==> config.mk <==
export PLATFORM = sky130hd
export DESIGN_NAME = mem_arbiter_flat
export DESIGN_NICKNAME = d
export VERILOG_FILES = /design/src/rtl/mem_arbiter_if.sv /design/src/rtl/mem_arbiter.sv /design/src/flat_wrapper.sv
export SDC_FILE = /design/constraint.sdc
export NUM_CORES = 1
export LEC_CHECK = 0
export CORE_AREA = 2 2 103 105
export CTS_CLUSTER_SIZE = 14
export DETAILED_ROUTE_END_ITERATION = 12
export DIE_AREA = 0 0 105 107
export HOLD_SLACK_MARGIN = 0.15
export PLACE_DENSITY_LB_ADDON = 0.3
export SLEW_MARGIN = 10
export SYNTH_ARGS = -nofsm -noshare
export SYNTH_HDL_FRONTEND = slang
export SYNTH_SLANG_ARGS = --single-unit
==> constraint.sdc <==
create_clock -name CLK -period 4.7 [get_ports CLK]
set_input_delay 0.94 -clock CLK [delete_from_list [all_inputs] [get_ports CLK]]
set_output_delay 0.94 -clock CLK [all_outputs]
set_load 0.02 [all_outputs]
**Gate families picked out**

Scale bar: 20 um.
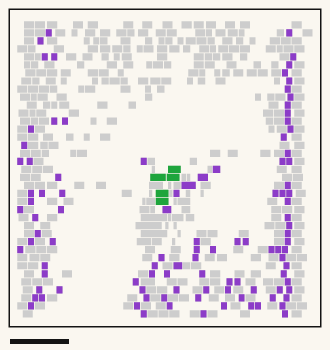
| colour | family | cells | most used | where |
|---|---|---|---|---|
| purple | and/or cells | 103 | and3_1 | widely spread |
| green | fa/ha/maj cells | 5 | ha_1 | middle |
dominant logic cell type in the layout: clkdlybuf4s50_1
Finished Layout Cells: 610
logic gate fraction of the total cell area: 30.3%

**Track usage over the die**

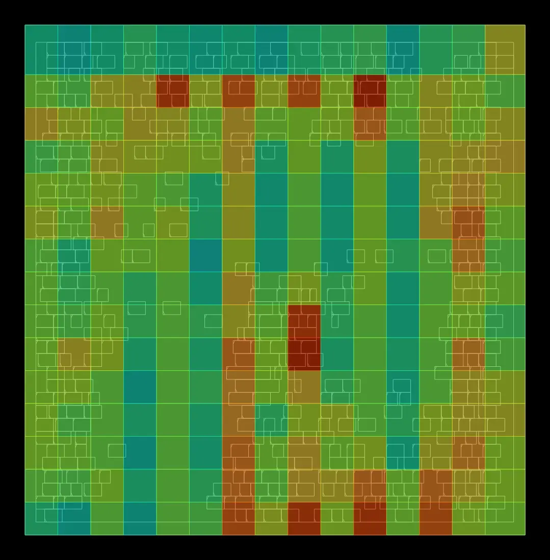
Final Util: 42.6%
met1 usage: 13.7%
total track usage: 14.7%
grt met2 use: 31.3%
Routed WL per cell: 15.0 um

**Wiring by layer**

Scale bar: 20 um.
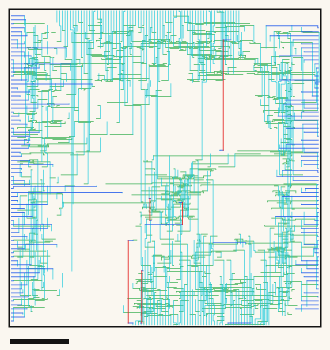
| colour | layer | wire length |
|---|---|---|
| green | M1 | 3120 um |
| blue | M3 | 934 um |
| red | M4 | 97.9 um |
| cyan | M2 | 4980 um |
vias post-DR: 2669
DRT Wirelength: 9.13 mm

**Zoomed window**

Scale bar: 5 um. Window x 42 to 62, y 65 to 85 um. Cells in grey, sequential cells in the stronger grey; small squares are vias.
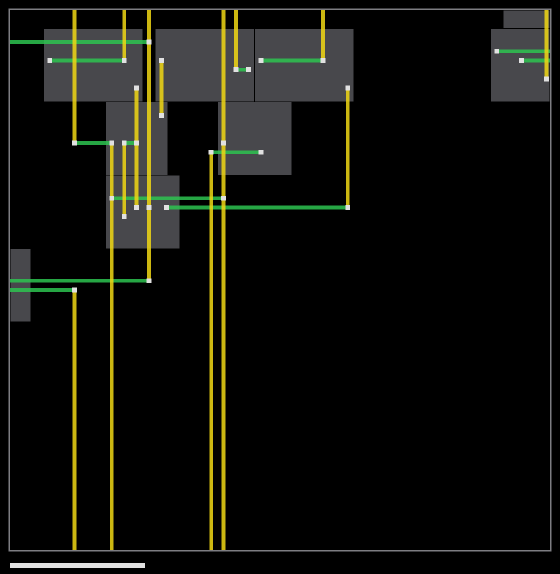
| colour | layer |
|---|---|
| green | M1 |
| yellow | M2 |
sequential cells in the window: 0
most frequent: clkdlybuf4s50_1 (3), nor2b_1 (2)
cells with their middle in the window: 7

==> flow_summary.yaml <==
# implementation run metrics
route:
  vias_per_cell: 4.38
  antenna_left: 0
  initialDrtViolationCount: 132
  dr.pass1.iters: 4
  drt_drc_violations_left: 0
power:
  p_total_mw: 1.62
  p_leak_nw: 1.77
  power.density_nw_per_um2: 376
  peakVddDrop_mv: 0.229
  p_int_mw: 0.824
  sw_frac_of_total_pct: 49.0
  power_frac_comb_pct: 92.0
  p_clk_share_pct: 4.7
  p_seq_share_pct: 3.3
  p_switching_mw: 0.792
die:
  design.portCount: 267
  die_area_um2: 11200
  fp-utilization_pct: 14.8
  core_um2: 10100
  fp.dieH_um: 107
  dieWidth_um: 105
  rows: 37
final_layout:
  drive_above_1_share_pct: 2.95
  largest_register_ffs: 2
  diodes: 0
  fin_nets: 615
  final_area_um2: 4300
  area_growth_pct: 187
placed_design:
  place_hpwl_mm: 7.56
  placed_cell_area_um2: 4250
  port-buffer-count: 266
  gp_congestion: 0.806
yosys:
  top_area_cell: "and3_1"
  ys.flops: 3
  most_common_cell: "and3_1"
  synthTopCellsByCount: "64 x and3_1, 33 x and2_1, 32 x a22oi_1, 32 x nor2b_1, 24 x clkbuf_1"
  syn_inst: 228
  synthTopCellsByArea: "and3_1 27%, a22oi_1 16%, and2_1 14%"
  netlist.area_leader.share_pct: 26.7
  ys_cells: 228
  flop_cell: "dfrtp_1"
  synth_chip_area_um2: 1500
  edf_count: 0
  synth_area_um2: 1500
  yosys_warnings: 0
  ys_seq_share_pct: 5.01
  async_flop_share_pct: 100
  syn_nets: 368
  synth.distinct_cells: 28
  avgSynthCellArea_um2: 6.57
job:
  warnings: 30
  cap_violations: 0
critical_path:
  critPathMostFrequentCell: "clkdlybuf4s50_1"
  crit_fanout: 56
  start_kind: "input port"
  crit_family: "buffers and inverters"
  cp_num_buf_inv: 3
  crit_required_ns: 3.76
  worstSetupPathType: "input port to output pin"
  path_cells: "clkdlybuf4s50_1, and2b_2, buf_4, and3_1, clkdlybuf4s50_1"
  crit_cells: 5
  slowest_stage: "clkdlybuf4s50_1"
  arrival_ns: 2.98
  crit_path_end_kind: "output pin"
  slowest_delay_ns: 0.63
  reg2reg_slack_ns: 2.28
  worst-r2r-cell-count: 6
final_timing:
  min_period_over_period_pct: 83.3
  finalSetupViolCount: 0
  finalCriticalPeriod_ns: 3.92
  rsz0062_at_grt: "no"
  hold_viol_final: 0
  whs_ns: 0.513
  worstMarginPinSlew_ns: 0.906
  max_slew_margin_pct: 39.6
  fin_skew_ns: 0.000448
  fmax_mhz: 255
  tns_ns: 0
  slew_viol_final: 0
clock_network:
  clock_path_buffers: 2
  cts_tree: "built"
  cts_resized: 0
  clock_latency_ns: 0.22
  cts_max_level: 1
  cts_made_buffers: 3
  ctsHoldBuffers: 0
  cts_post_setup_buffers_inserted: 0
  clock_sinks: 3
  cts_root_buffer: "clkbuf_8"
  clk_pin_slew_ns: 0.03
global_route:
  antenna_found_initial: 0
  grt_max_degree: 57
  grt_pass1_wl_mm: 13.5
  grt_overflow: 0
  grt_pass1_vias: 2731
status:
  status: "finished clean"
worst_hold_path:
  holdPathStages: 1
  hold_class: "flop to flop"
[power by group through the flow]
stage / combinational, mW / clock, mW / sequential [mW]
2_1_floorplan: 0.821 / 0 / 0.0495
3_3_place_gp: 1.49 / 0 / 0.0541
3_5_place_dp: 1.51 / 0 / 0.0531
4_1_cts: 1.51 / 0.0793 / 0.0527
5_1_grt: 1.60 / 0.0789 / 0.0548
6_report: 1.49 / 0.0762 / 0.0526
[per-layer routing]
layer  up-vias  global-route usage, %  share of wire, %
li1       1306                      -                 -
met1      1191                   13.7                34
met2       162                   31.3                55
met3        10                   3.89                10
met4         0                   3.05               1.1
met5         -                      0                 0
[placed cells by master, fill, tap and decap left out]
cell             count
and3_1              64
and2_2               1
clkbuf_8             3
or4b_4               1
nor2_1               4
inv_1                3
a21oi_1              1
o32a_2               1
nor2b_1             32
o21ai_0              3
and2b_2              1
and2_1              33
a21boi_0             1
a22oi_1             32
and3b_1              1
o211ai_2             1
buf_4                4
ha_2                 1
a32o_1               1
clkdlybuf4s50_1    266
and3b_2              1
a211o_1              2
dfrtp_1              3
o21a_1               1
clkbuf_1             1
or2_0                1
ha_1                 4
o211ai_1             1
nand2_1              5
a2111oi_0            1
[metrics by stage]
step	worst slack (ns)	instances
floorplan	1.76	228
global placement	0.861	606
detailed placement	0.793	606
CTS	0.793	610
global route	0.681	610
finish	0.785	610
[cell type report]
class / instances / area [um^2]
well taps: 136 / 170
multi-input cells: 194 / 1300
clock buffers: 4 / 45.0
inverters: 3 / 11.3
fillers: 1035 / 5790
flip-flops and latches: 3 / 75.1
repair buffers: 270 / 2690
[worst reg2reg max path: cells and delay by family, from the launching register on]
| kind | cells | cell delay, ns |
|---|---|---|
| adders and majority gates | 1 | 0.57 |
| buffers and inverters | 2 | 0.56 |
| AOI/OAI and AO/OA | 3 | 0.84 |
| DFF | 1 | 0.40 |
[logic make-up after synthesis]
group / synth area share, %
buffers and inverters: 8.10
AND/OR/NAND/NOR: 59.8
AND-OR/OR-AND: 22.9
flip-flops: 5.01
adder cells (fa/ha/maj): 4.18
Power figures rest on the tool's default switching activity, not on a simulated workload.
